Figure 1. Signal metal coverage by tile (run 1).
(2 px per um) 21 x 31 tiles, from dark blue (low) to red (high), scaled to the fullest tile. Values are wire area over tile area, all layers added.
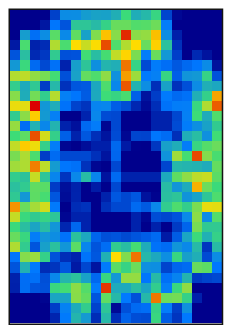
Figure 2. Sequential cells grouped by signal name (run 1).
(4 px per um) Other sequential cells in the stronger gray, the rest of the logic in the fainter gray.
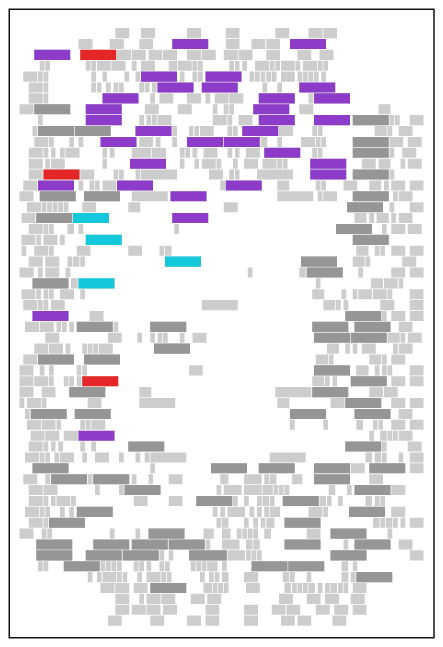
Figure 3. Cell outlines without signal wires (run 1).
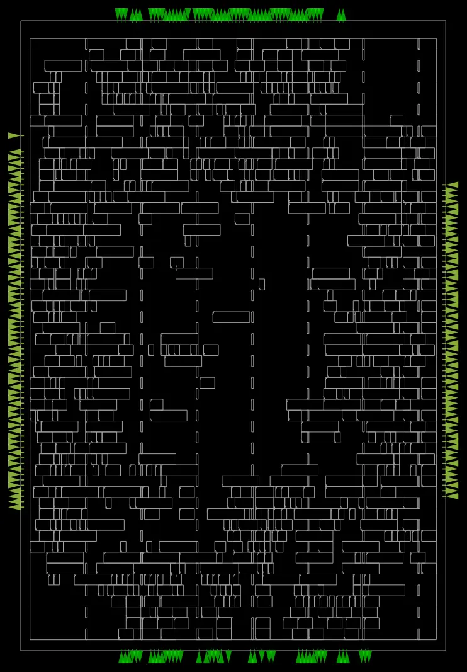
$ cat config.mk
export PLATFORM = sky130hd
export DESIGN_NAME = apb4_mst_bridge
export DESIGN_NICKNAME = d
export VERILOG_FILES = /design/src/rtl/apb4_mst_bridge.sv
export SDC_FILE = /design/constraint.sdc
export NUM_CORES = 1
export LEC_CHECK = 0
export ABC_AREA = 1
export CELL_PAD_IN_SITES_DETAIL_PLACEMENT = 0
export CELL_PAD_IN_SITES_GLOBAL_PLACEMENT = 1
export CORE_ASPECT_RATIO = 1.5
export CORE_MARGIN = 2
export CORE_UTILIZATION = 29
export DETAILED_ROUTE_END_ITERATION = 16
export PLACE_DENSITY = 0.84
export SLEW_MARGIN = 0
export SYNTH_ARGS = -nofsm -noshare
export SYNTH_HDL_FRONTEND = slang
export SYNTH_SLANG_ARGS = --single-unit
$ cat constraint.sdc
create_clock -name clk_i -period 5.2 [get_ports clk_i]
set_input_delay 1.04 -clock clk_i [delete_from_list [all_inputs] [get_ports clk_i]]
set_output_delay 1.04 -clock clk_i [all_outputs]
set_load 0.005 [all_outputs]
$ cat src/rtl/apb4_mst_bridge.sv
// -----------------------------------------------------------------------------
// apb4_mst_bridge
//
// Single-outstanding APB4 initiator. A valid/ready request is turned into one
// APB4 SETUP + ACCESS transfer. The completion (read data, slave error) is
// held in a response register until the consumer takes it. Only one transfer
// is in flight at a time.
//
// Optional build macro:
//   APB4_MST_BRIDGE_TIMEOUT_EN - abort an ACCESS phase after TIMEOUT_CYCLES
//                                cycles without pready_i; the response then
//                                reports rsp_err_o=1, rsp_tout_o=1, rdata=0.
//                                Without it, ACCESS waits indefinitely and
//                                rsp_tout_o is tied 0.
//
// Ports:
//   clk_i, rst_i          bus clock, asynchronous active-high reset
//   req_valid_i/ready_o   request handshake
//   req_addr_i, req_write_i, req_wdata_i, req_strb_i, req_prot_i
//                         request payload (byte address, direction, data,
//                         byte strobes, APB4 protection)
//   rsp_valid_o/ready_i   response handshake
//   rsp_rdata_o           read data (0 for writes and aborted transfers)
//   rsp_err_o             pslverr captured, or timeout
//   rsp_tout_o            transfer aborted by timeout
//   paddr_o, pprot_o, psel_o, penable_o, pwrite_o, pwdata_o, pstrb_o
//                         APB4 requester outputs (all registered)
//   prdata_i, pready_i, pslverr_i
//                         APB4 completer responses
// -----------------------------------------------------------------------------
module apb4_mst_bridge #(
  parameter int unsigned ADDR_WIDTH     = 32,
  parameter int unsigned DATA_WIDTH     = 32,
  parameter int unsigned TIMEOUT_CYCLES = 255
) (
  input  logic                      clk_i,
  input  logic                      rst_i,
  input  logic                      req_valid_i,
  output logic                      req_ready_o,
  input  logic [ADDR_WIDTH-1:0]     req_addr_i,
  input  logic                      req_write_i,
  input  logic [DATA_WIDTH-1:0]     req_wdata_i,
  input  logic [DATA_WIDTH/8-1:0]   req_strb_i,
  input  logic [2:0]                req_prot_i,
  output logic                      rsp_valid_o,
  input  logic                      rsp_ready_i,
  output logic [DATA_WIDTH-1:0]     rsp_rdata_o,
  output logic                      rsp_err_o,
  output logic                      rsp_tout_o,
  output logic [ADDR_WIDTH-1:0]     paddr_o,
  output logic [2:0]                pprot_o,
  output logic                      psel_o,
  output logic                      penable_o,
  output logic                      pwrite_o,
  output logic [DATA_WIDTH-1:0]     pwdata_o,
  output logic [DATA_WIDTH/8-1:0]   pstrb_o,
  input  logic [DATA_WIDTH-1:0]     prdata_i,
  input  logic                      pready_i,
  input  logic                      pslverr_i
);

  localparam int unsigned STRB_W = DATA_WIDTH / 8;

  // Elaboration-time parameter checks.
  if (DATA_WIDTH != 8 && DATA_WIDTH != 16 && DATA_WIDTH != 32) begin : g_bad_dw
    $error("apb4_mst_bridge: DATA_WIDTH must be 8, 16 or 32");
  end
  if (TIMEOUT_CYCLES < 1 || TIMEOUT_CYCLES > 65535) begin : g_bad_tout
    $error("apb4_mst_bridge: TIMEOUT_CYCLES must be in 1..65535");
  end

  typedef enum logic [1:0] {
    ST_IDLE   = 2'd0,
    ST_SETUP  = 2'd1,
    ST_ACCESS = 2'd2,
    ST_RESP   = 2'd3
  } state_e;

  state_e                  state_q,     state_d;
  logic                    req_ready_q, req_ready_d;
  logic                    psel_q,      psel_d;
  logic                    penable_q,   penable_d;
  logic [ADDR_WIDTH-1:0]   paddr_q,     paddr_d;
  logic                    pwrite_q,    pwrite_d;
  logic [DATA_WIDTH-1:0]   pwdata_q,    pwdata_d;
  logic [STRB_W-1:0]       pstrb_q,     pstrb_d;
  logic [2:0]              pprot_q,     pprot_d;
  logic                    rsp_valid_q, rsp_valid_d;
  logic [DATA_WIDTH-1:0]   rsp_rdata_q, rsp_rdata_d;
  logic                    rsp_err_q,   rsp_err_d;

`ifdef APB4_MST_BRIDGE_TIMEOUT_EN
  // Value of the wait counter during the last permitted ACCESS cycle: if
  // pready_i is still low then, the transfer is aborted at the next edge.
  localparam logic [15:0] TOUT_LAST = 16'(TIMEOUT_CYCLES - 1);

  logic                    rsp_tout_q,  rsp_tout_d;
  logic [15:0]             tout_cnt_q,  tout_cnt_d;
`endif

  // ---------------------------------------------------------------------------
  // Next-state / next-output logic
  // ---------------------------------------------------------------------------
  always_comb begin
    // NOTE: every signal assigned here gets a hold-value default first, so no
    // path through the case statement can leave one unassigned (no latches).
    state_d     = state_q;
    req_ready_d = req_ready_q;
    psel_d      = psel_q;
    penable_d   = penable_q;
    paddr_d     = paddr_q;
    pwrite_d    = pwrite_q;
    pwdata_d    = pwdata_q;
    pstrb_d     = pstrb_q;
    pprot_d     = pprot_q;
    rsp_valid_d = rsp_valid_q;
    rsp_rdata_d = rsp_rdata_q;
    rsp_err_d   = rsp_err_q;
`ifdef APB4_MST_BRIDGE_TIMEOUT_EN
    rsp_tout_d  = rsp_tout_q;
    tout_cnt_d  = tout_cnt_q;
`endif

    unique case (state_q)
      ST_IDLE: begin
        if (req_valid_i) begin
          // The latched request drives the APB bus directly; the payload
          // registers keep their value after the transfer, psel_o alone
          // qualifies them.
          paddr_d     = req_addr_i;
          pwrite_d    = req_write_i;
          pwdata_d    = req_wdata_i;
          pstrb_d     = req_write_i ? req_strb_i : '0;
          pprot_d     = req_prot_i;
          psel_d      = 1'b1;
          req_ready_d = 1'b0;
          state_d     = ST_SETUP;
        end
      end

      ST_SETUP: begin
        penable_d = 1'b1;
        state_d   = ST_ACCESS;
`ifdef APB4_MST_BRIDGE_TIMEOUT_EN
        tout_cnt_d = '0;
`endif
      end

      ST_ACCESS: begin
        if (pready_i) begin
          // pslverr_i is only meaningful alongside pready_i.
          rsp_rdata_d = pwrite_q ? '0 : prdata_i;
          rsp_err_d   = pslverr_i;
          rsp_valid_d = 1'b1;
          psel_d      = 1'b0;
          penable_d   = 1'b0;
          state_d     = ST_RESP;
`ifdef APB4_MST_BRIDGE_TIMEOUT_EN
          rsp_tout_d  = 1'b0;
`endif
        end else begin
`ifdef APB4_MST_BRIDGE_TIMEOUT_EN
          if (tout_cnt_q == TOUT_LAST) begin
            rsp_rdata_d = '0;
            rsp_err_d   = 1'b1;
            rsp_tout_d  = 1'b1;
            rsp_valid_d = 1'b1;
            psel_d      = 1'b0;
            penable_d   = 1'b0;
            state_d     = ST_RESP;
          end else begin
            tout_cnt_d = tout_cnt_q + 16'd1;
          end
`endif
        end
      end

      ST_RESP: begin
        // New requests are not looked at until the response is consumed.
        if (rsp_ready_i) begin
          rsp_valid_d = 1'b0;
          req_ready_d = 1'b1;
          state_d     = ST_IDLE;
        end
      end

      default: begin
        state_d     = ST_IDLE;
        req_ready_d = 1'b1;
        psel_d      = 1'b0;
        penable_d   = 1'b0;
        rsp_valid_d = 1'b0;
      end
    endcase
  end

  // ---------------------------------------------------------------------------
  // State and output registers
  // ---------------------------------------------------------------------------
  // NOTE: payload registers are reset along with control so that every output
  // is a defined 0 while rst_i is high, not only the handshake/select bits.
  always_ff @(posedge clk_i or posedge rst_i) begin
    if (rst_i) begin
      // NOTE: sequential state uses non-blocking assignments only, so all
      // registers update together from pre-edge values.
      state_q     <= ST_IDLE;
      req_ready_q <= 1'b1;
      psel_q      <= 1'b0;
      penable_q   <= 1'b0;
      paddr_q     <= '0;
      pwrite_q    <= 1'b0;
      pwdata_q    <= '0;
      pstrb_q     <= '0;
      pprot_q     <= '0;
      rsp_valid_q <= 1'b0;
      rsp_rdata_q <= '0;
      rsp_err_q   <= 1'b0;
    end else begin
      state_q     <= state_d;
      req_ready_q <= req_ready_d;
      psel_q      <= psel_d;
      penable_q   <= penable_d;
      paddr_q     <= paddr_d;
      pwrite_q    <= pwrite_d;
      pwdata_q    <= pwdata_d;
      pstrb_q     <= pstrb_d;
      pprot_q     <= pprot_d;
      rsp_valid_q <= rsp_valid_d;
      rsp_rdata_q <= rsp_rdata_d;
      rsp_err_q   <= rsp_err_d;
    end
  end

`ifdef APB4_MST_BRIDGE_TIMEOUT_EN
  always_ff @(posedge clk_i or posedge rst_i) begin
    if (rst_i) begin
      rsp_tout_q <= 1'b0;
      tout_cnt_q <= '0;
    end else begin
      rsp_tout_q <= rsp_tout_d;
      tout_cnt_q <= tout_cnt_d;
    end
  end

  assign rsp_tout_o = rsp_tout_q;
`else
  assign rsp_tout_o = 1'b0;
`endif

  assign req_ready_o = req_ready_q;
  assign psel_o      = psel_q;
  assign penable_o   = penable_q;
  assign paddr_o     = paddr_q;
  assign pwrite_o    = pwrite_q;
  assign pwdata_o    = pwdata_q;
  assign pstrb_o     = pstrb_q;
  assign pprot_o     = pprot_q;
  assign rsp_valid_o = rsp_valid_q;
  assign rsp_rdata_o = rsp_rdata_q;
  assign rsp_err_o   = rsp_err_q;

endmodule

==> impl_metrics.csv, run 1 <==
group,metric,value,unit
final_timing,drv_slew,0,
power,power.density,535.9,nW/um^2
status,status,"finished clean",
final_timing,finalClockSkew,0.01107,ns
setup_path,worstPathArrival,1.37,ns
cts,cts_tree,"done",
cts,clk_latency,0.34,ns
global_routing,grt_pass1_wl,19330,um
synth,synth_area_per_cell,8.950,um^2
setup_path,crit_cells,1,
cts,hold_buffers,0,
route,viasPerCell,4.266,
cts,root_buffer,"clkbuf_16",
setup_path,worst_path_max_delay_cell,"dfstp_2",
synth,yosysWarnings,0,
placed_design,gp_congestion,0.7378,
cts,clk_pin_slew_worst_paths,0.07,ns
route,drc,0,
setup_path,reg2regPathDepth,7,
synth,fp_nets,620,
final_layout,n_antenna_cell,0,
die,die_h,156.7,um
About Figure 1:
The emptiest ninth of the die: center. The mean over all tiles is 0.12. The fullest tile reaches 0.40. The densest ninth of the die: north. 15% of the tiles are nearly empty. 21% of the tiles are over half the peak.
Routed WL per cell: 13.31 um
vias: 3903

About Figure 2:
`pstrb_o`: shown in cyan, placed flops 4, where west. `pwdata_o`: shown in purple, placed flops 32. `pprot_o`: shown in red, placed flops 3.

About Figure 3:
Seq area share: 39.21%
Row Count: 55
Tapcells: 199
Flop Count: 111

[run 1: synth_stat cells]
cell type  count  area (um^2)
o21ai_2       17        148.9
ha_1           6        75.07
nand4_1        2        12.51
nand2_2        1        6.260
buf_4          3        22.52
dfrtp_1      110         2753
nand3_1        6        30.03
conb_1         1        3.750
clkbuf_1       3        11.26
dfstp_2        1        26.28
inv_1         12        45.04
o211ai_1       1        7.510
buf_6          6        67.56
buf_2         14        70.07
inv_2          1        3.750
nand2_1      299         1122
o21ai_0       21        105.1
[run 1: layer usage]
metal	wire length (um)	share of wire, %	up-vias	global-route usage, %
met5	0	0	-	0
met4	204	1.7	0	4.511
met1	4962	41	1791	17.45
li1	-	-	1954	-
met2	6178	51	146	25.04
met3	833	6.8	12	4.207
[run 1: metrics by stage]
stage          utilization, %  instances  total power [W]  instance area [um^2]
2_1_floorplan               -        504         0.002192                  4511
3_3_place_gp            44.95        899         0.003148                  6805
3_5_place_dp            44.95        899         0.003193                  6805
4_1_cts                 46.82        915         0.003869                  7088
5_1_grt                 46.82        915         0.004104                  7088
6_report                46.82        915         0.003799                  7088
[run 1: where the power goes]
part | switching, W | leakage [nW] | total (W) | internal (W)
clock network | 0.000303 | 0.140 | 0.000646 | 0.000343
registers | 0.000220 | 1.40 | 0.00147 | 0.00125
logic | 0.000735 | 1.86 | 0.00168 | 0.000945
total | 0.00126 | 3.40 | 0.00380 | 0.00254
[run 1: final cells by class]
| class | count | area share [%] |
|---|---|---|
| clock buffers | 11 | 3.425 |
| clock inverters | 5 | 0.5649 |
| inverters | 13 | 0.7237 |
| multi-input cells | 354 | 21.36 |
| flip-flops and latches | 111 | 39.21 |
| well taps | 199 | 3.513 |
| repair buffers | 222 | 31.21 |
==> run 2, diff against run 1 <==
Settings changed: CORE_UTILIZATION 29 to 26, PLACE_DENSITY 0.84 to 0.8.
Clock period 5.2 ns to 2.15 ns, I/O delays scaled along.
Figure 4. Sequential cells grouped by signal name (run 2).
(3 px per um) Other sequential cells in the stronger gray, the rest of the logic in the fainter gray.
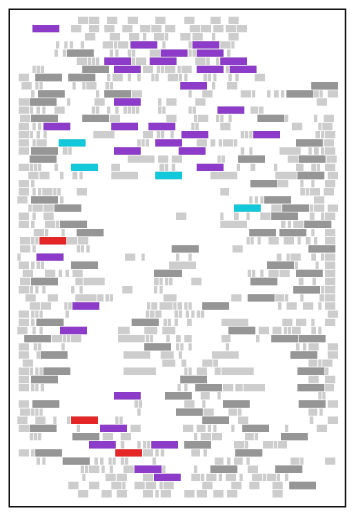
`pwdata_o`: shown in purple, placed flops 32. `pstrb_o`: shown in cyan, placed flops 4. `pprot_o`: shown in red, placed flops 3.
Another 72 sequential cells are not colored.

==> run 2 against run 1 <==
Via count decreased by 0.61%. Count of clock-buffer cells in the layout decreased by 2. Sequential share of layout area decreased by 0.97 points. Design area increased by 2.5%. Wire length increased by 4.8%. Register-to-register slack got worse by 2.7 ns.
==> impl_metrics.csv, run 2 <==
group,metric,value,unit
power,combinationalPowerShare,43.8,%
setup_path,worst_path_max_delay_cell,"clkdlybuf4s50_1",
setup_path,worstPathArrival,1.41,ns
synth,top_cell_area_share,61.03,%
die,die_area,18440,um^2
placed_design,postPlaceCellArea,6937,um^2
synth,synth_area_per_cell,8.950,um^2
status,status,"finished clean",
placed_design,gp_congestion,0.7899,
synth,yosys_register_bits,111,
power,power,0.009576,W
power,sw_frac_of_total,32.72,%
final_layout,fin_cells,935,
final_layout,finalInstanceArea,7267,um^2
cts,hold_buffers,0,
cts,root_buffer,"clkbuf_16",
cts,clk_pin_slew_worst_paths,0.07,ns
global_routing,grt_pass1_wl,20030,um
synth,edf_count,0,
route,drc,0,
synth,fp_nets,620,
power,power.density,1318,nW/um^2
final_timing,finalClockSkew,0.01030,ns
synth,area_leaders,"dfrtp_1 61%, nand2_1 25%, o21ai_2 3.3%",
synth,yosysWarnings,0,
placed_design,placedCellCount,918,
synth,flop_cell,"dfrtp_1",
final_timing,drv_slew,0,
synth,synth_top_cell_by_area,"dfrtp_1",
route,viasPerCell,4.149,
cts,clk_latency,0.34,ns
final_layout,fin_util,42.25,%
route,wl_per_cell,13.65,um
power,seqPwrFrac,36.9,%
power,p_int,0.006443,W
power,pwr-share-clk,19.2,%
synth,common_cells,"299 x nand2_1, 110 x dfrtp_1, 21 x o21ai_0",
Figure 5. Port wiring (run 2).
(3 px per um)
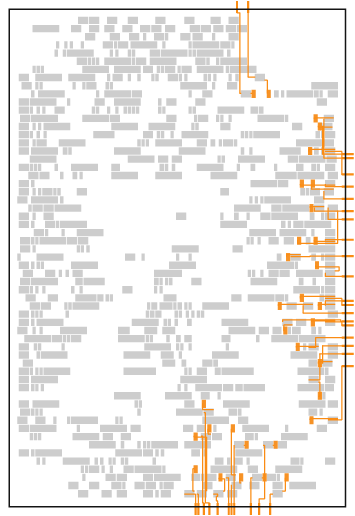
`prdata_i`: shown in orange, bits 32, direction input, edge 19 east, 11 south, 2 north, end cells 32, buffers 32, wire 686 um.
input/output buffers: 218
I/O pin count: 220

-- run 2: cell counts after synthesis --
Identical to the previous run, type by type.
-- run 2: logic make-up after synthesis --
logic type               count (synthesis)  synth area share, %
AND/OR/NAND/NOR                        308                25.96
adder cells (fa/ha/maj)                  6                1.664
buffers and inverters                   39                4.882
AND-OR/OR-AND                           39                5.797
flip-flops                             111                61.61
other                                    1              0.08314
-- run 2: final cells by class --
| class | count | area, um^2 | share of cell area [%] |
|---|---|---|---|
| sequential | 111 | 2779 | 38.24 |
| clock inverter | 7 | 102.6 | 1.412 |
| antenna | 1 | 2.502 | 0.03444 |
| inverter | 13 | 52.55 | 0.7231 |
| clock buffer | 9 | 225.2 | 3.099 |
| tap | 213 | 266.5 | 3.667 |
| multi-input combinational | 354 | 1514 | 20.83 |
| timing repair buffer | 227 | 2325 | 31.99 |
-- run 2: routing by layer --
| metal | track usage [%] | vias to the layer above | part of all wire, % |
|---|---|---|---|
| met5 | 0 | - | 0 |
| met4 | 4.714 | 0 | 2.2 |
| met3 | 3.832 | 15 | 6.0 |
| met2 | 23.64 | 134 | 50 |
| met1 | 16.32 | 1760 | 42 |
| li1 | - | 1970 | - |
-- run 2: final timing paths --
kind                                        to  cells after the start
min in group asynchronous       rsp_rdata_o[7]                      3
worst max register to register    pwdata_o[23]                      7
max in group asynchronous          req_ready_o                      3
worst min-delay path               req_ready_o                      2
worst max-delay path               req_ready_o                      1
worst min register to register     req_ready_o                      2
-- run 2: power groups by stage --
stage / Combinational, W / Clock [W] / Sequential (W)
final: 0.00420 / 0.00184 / 0.00354
after detailed placement: 0.00429 / 0 / 0.00356
after floorplan: 0.00169 / 0 / 0.00361
after CTS: 0.00430 / 0.00193 / 0.00355
after global routing: 0.00469 / 0.00200 / 0.00366
after global placement: 0.00423 / 0 / 0.00356
Power and IR drop assume default switching activity.
